File: src/rtl/mbisr_repair_controller.sv
// Built-in self-repair controller: runs the BIST engine, records failing words into a
// small spare table and redirects functional accesses to repaired addresses.
module mbisr_repair_controller #(
   parameter int ADDR_WIDTH = 5,
   parameter int DATA_WIDTH = 8,
   parameter int NUM_SPARES = 4,
   localparam int SU_W = $clog2(NUM_SPARES + 1),
   localparam int IW   = (NUM_SPARES > 1) ? $clog2(NUM_SPARES) : 1
) (
   input  logic                  i_clk,
   input  logic                  i_rst,
   input  logic                  i_start,
   output logic                  o_busy,
   output logic                  o_done,
   output logic                  o_repair_ok,
   output logic                  o_repair_fail,
   output logic [SU_W-1:0]       o_spares_used,
   output logic                  o_bist_start,
   input  logic                  i_bist_done,
   input  logic                  i_bist_fail_valid,
   input  logic [ADDR_WIDTH-1:0] i_bist_fail_addr,
   input  logic                  i_bist_mem_en,
   input  logic                  i_bist_mem_we,
   input  logic [ADDR_WIDTH-1:0] i_bist_mem_addr,
   input  logic [DATA_WIDTH-1:0] i_bist_mem_wdata,
   input  logic                  i_func_en,
   input  logic                  i_func_we,
   input  logic [ADDR_WIDTH-1:0] i_func_addr,
   input  logic [DATA_WIDTH-1:0] i_func_wdata,
   output logic                  o_func_ready,
   output logic [DATA_WIDTH-1:0] o_func_rdata,
   output logic                  o_mem_en,
   output logic                  o_mem_we,
   output logic [ADDR_WIDTH-1:0] o_mem_addr,
   output logic [DATA_WIDTH-1:0] o_mem_wdata,
   input  logic [DATA_WIDTH-1:0] i_mem_rdata
);

   typedef enum logic [1:0] {S_IDLE, S_RUN, S_RELEASE, S_DONE} state_t;

   state_t                                  r_state;
   logic                                    r_busy, r_done, r_bist_start, r_repair_fail;
   logic [SU_W-1:0]                         r_spares_used;
   logic [NUM_SPARES-1:0]                   r_vld;
   logic [NUM_SPARES-1:0][ADDR_WIDTH-1:0]   r_taddr;
   logic [NUM_SPARES-1:0][DATA_WIDTH-1:0]   r_tdata;
   logic [DATA_WIDTH-1:0]                   r_spare_q;
   logic                                    r_hit_q;

   logic          w_hit, w_dup, w_has_free;
   logic [IW-1:0] w_hit_idx, w_free_idx;
   logic          w_func_hit;

   // Downward scans so the lowest matching/free index is the one left standing.
   always_comb begin
      w_hit      = 1'b0;
      w_hit_idx  = '0;
      w_dup      = 1'b0;
      w_has_free = 1'b0;
      w_free_idx = '0;
      for (int i = NUM_SPARES - 1; i >= 0; i--) begin
         if (r_vld[i] && r_taddr[i] == i_func_addr) begin
            w_hit     = 1'b1;
            w_hit_idx = IW'(i);
         end
         if (r_vld[i] && r_taddr[i] == i_bist_fail_addr) w_dup = 1'b1;
         if (!r_vld[i]) begin
            w_has_free = 1'b1;
            w_free_idx = IW'(i);
         end
      end
   end

   assign w_func_hit = !r_busy && i_func_en && w_hit;

   always_comb begin
      if (r_busy) begin
         o_mem_en    = i_bist_mem_en;
         o_mem_we    = i_bist_mem_we;
         o_mem_addr  = i_bist_mem_addr;
         o_mem_wdata = i_bist_mem_wdata;
      end else begin
         o_mem_en    = i_func_en && !w_hit;
         o_mem_we    = i_func_we;
         o_mem_addr  = i_func_addr;
         o_mem_wdata = i_func_wdata;
      end
   end

   assign o_busy        = r_busy;
   assign o_done        = r_done;
   assign o_bist_start  = r_bist_start;
   assign o_repair_fail = r_repair_fail;
   assign o_repair_ok   = r_done && !r_repair_fail;
   assign o_spares_used = r_spares_used;
   assign o_func_ready  = !r_busy;
   assign o_func_rdata  = r_hit_q ? r_spare_q : i_mem_rdata;

   always_ff @(posedge i_clk) begin
      if (i_rst) begin
         r_state       <= S_IDLE;
         r_busy        <= 1'b0;
         r_done        <= 1'b0;
         r_bist_start  <= 1'b0;
         r_repair_fail <= 1'b0;
         r_spares_used <= '0;
         r_vld         <= '0;
         r_taddr       <= '0;
         r_tdata       <= '0;
         r_spare_q     <= '0;
         r_hit_q       <= 1'b0;
      end else begin
         r_hit_q <= w_func_hit && !i_func_we;
         if (w_func_hit && !i_func_we) r_spare_q <= r_tdata[w_hit_idx];
         if (w_func_hit && i_func_we)  r_tdata[w_hit_idx] <= i_func_wdata;

         // Repeated reports of an already repaired word are dropped.
         if (r_busy && i_bist_fail_valid && !w_dup) begin
            if (w_has_free) begin
               r_vld[w_free_idx]   <= 1'b1;
               r_taddr[w_free_idx] <= i_bist_fail_addr;
               r_tdata[w_free_idx] <= '0;
               r_spares_used       <= r_spares_used + 1'b1;
            end else begin
               r_repair_fail <= 1'b1;
            end
         end

         case (r_state)
            S_IDLE: if (i_start) begin
               r_vld         <= '0;
               r_spares_used <= '0;
               r_repair_fail <= 1'b0;
               r_bist_start  <= 1'b1;
               r_busy        <= 1'b1;
               r_state       <= S_RUN;
            end
            S_RUN: if (i_bist_done) begin
               r_bist_start <= 1'b0;
               r_state      <= S_RELEASE;
            end
            S_RELEASE: if (!i_bist_done) begin
               r_busy  <= 1'b0;
               r_done  <= 1'b1;
               r_state <= S_DONE;
            end
            S_DONE: if (!i_start) begin
               r_done  <= 1'b0;
               r_state <= S_IDLE;
            end
            default: r_state <= S_IDLE;
         endcase
      end
   end

endmodule

File: config.mk
export PLATFORM = sky130hd
export DESIGN_NAME = mbisr_repair_controller
export DESIGN_NICKNAME = d
export VERILOG_FILES = /design/src/rtl/mbisr_repair_controller.sv
export SDC_FILE = /design/constraint.sdc
export NUM_CORES = 1
export LEC_CHECK = 0
export CAP_MARGIN = 5
export CORE_MARGIN = 2
export CORE_UTILIZATION = 57
export DETAILED_ROUTE_END_ITERATION = 8
export GPL_TIMING_DRIVEN = 1
export MAX_ROUTING_LAYER = met4
export PLACE_DENSITY = 0.95
export SLEW_MARGIN = 20
export SYNTH_ARGS = -nofsm -noshare
export SYNTH_HDL_FRONTEND = slang
export SYNTH_SLANG_ARGS = --single-unit
File: constraint.sdc
create_clock -name i_clk -period 4.8 [get_ports i_clk]
set_input_delay 0.48 -clock i_clk [delete_from_list [all_inputs] [get_ports i_clk]]
set_output_delay 0.48 -clock i_clk [all_outputs]
set_load 0.01 [all_outputs]
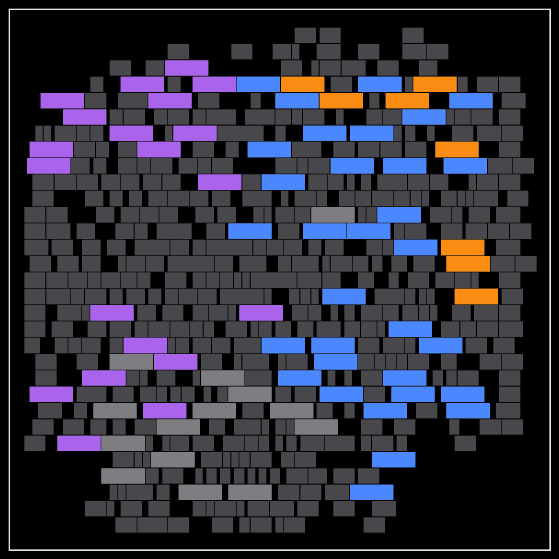
(register map, names as in the netlist)
Drawn at 6 px/um. Other sequential cells in the stronger grey, the rest of the logic in the fainter grey.
colour	netlist name	sequential cells
purple	r_taddr	20
orange	r_spare_q	8
blue	r_tdata	32
register share of the cell area: 29.1%
Post-Route Utilization: 70.6%
Storage cell area: 0.00148 mm2

==> impl.org <==
#+TITLE: Physical design notes

** Flow run
- The number of warnings reported in the stage logs is 29.

** Yosys
- Count of library flops with an enable pin :: 0
- Post-synthesis simple-gate area fraction :: 21.2%
- The synthesis report lists the Yosys warning total as 0.
- Post-synthesis instance area :: 0.00421 mm2
- For this run, the chip area from Yosys synthesis comes to 0.00421 mm2.
- Per the synth stats, the flop cell with the highest instance count is sky130_fd_sc_hd__dfxtp_1.
- Area leader share :: 35.2%
- Per the post-synthesis report, the number of cells in the design is 438.
- After synthesis, the design contains 438 cells according to Yosys.

** Routing
- Top routing layer in use :: met4
- The DRC violation total left in the routed layout is recorded as 0.
- Routed WL :: 10.5 mm
- Initial DRT Pass Iterations :: 4

** Clock network
- The report lists the number of cells resized after CTS as 0.
- Root Driver :: sky130_fd_sc_hd__clkbuf_8
- Hold-fix buffers, CTS :: 0
- CTS tree :: yes

** GRT
- Pin count of the biggest net entering global routing :: 67
- Total congestion overflow after global routing :: 0
- Met1 Resource Use GR :: 30.7%
- The global routing report lists met2 layer usage as 48.0%.

** Setup path
- The timing report shows that the slowest cell on the worst path is sky130_fd_sc_hd__clkdlybuf4s50_1.
- The critical path starts at i_func_addr[0].
- The cell that appears most often on the critical path is sky130_fd_sc_hd__clkdlybuf4s50_1.
- Arrival @ worst endpoint :: 2.88 ns
- Type of the setup path with the least slack :: primary input to output pin
- Maximum fanout count along the critical path :: 9
- Delay of the slowest critical-path stage :: 0.56 ns

** Layout
- Comb/total area :: 49.1%
- Registers with the highest flip-flop counts :: r_tdata: 32 flops, r_taddr: 20 flops, r_spare_q: 8 flops
- By instance count after routing, the leading logic cell types are sky130_fd_sc_hd__clkdlybuf4s50_1, sky130_fd_sc_hd__dfxtp_1, sky130_fd_sc_hd__mux2i_1, sky130_fd_sc_hd__nor2_1, sky130_fd_sc_hd__nor3_1.
- Fraction of area in clock buffers and inverters :: 3.51%
- Number of flip-flops under the largest register name :: 32

** Placed design
- Per the gpl log, the routability congestion estimate is 0.908.
- Total cell area at the placement stage :: 0.00491 mm2
- Setup slack at placement :: 1.38 ns

** STA
- Slew at the pin closest to its max-slew limit :: 0.708 ns
- The final timing report derives a shortest allowable period of 3.36 ns.
- The final report lists the setup-violating endpoint count as 0.
- Achievable frequency :: 298 MHz

** Power
- Combinational cells account for 29.7% of the total power.
- Internal Power :: 1.09 mW
- Clock group :: 0.450 mW
- The power report attributes to the clock group a share of 28.2%.

** Run status
- The run finished with clean final reports.

** Worst hold path
- Worst min-delay path class :: flip-flop to flip-flop

** Die
- Number of well taps :: 99
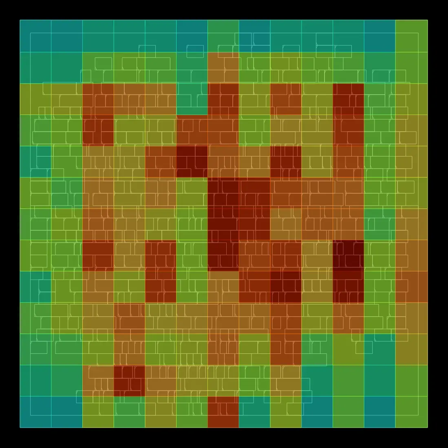
(track usage over the die)
busiest layer in global routing: met2
WL per Instance: 17.6 um
met3 track utilization from global routing: 5.78%

Power is estimated from default activity; no workload was simulated.
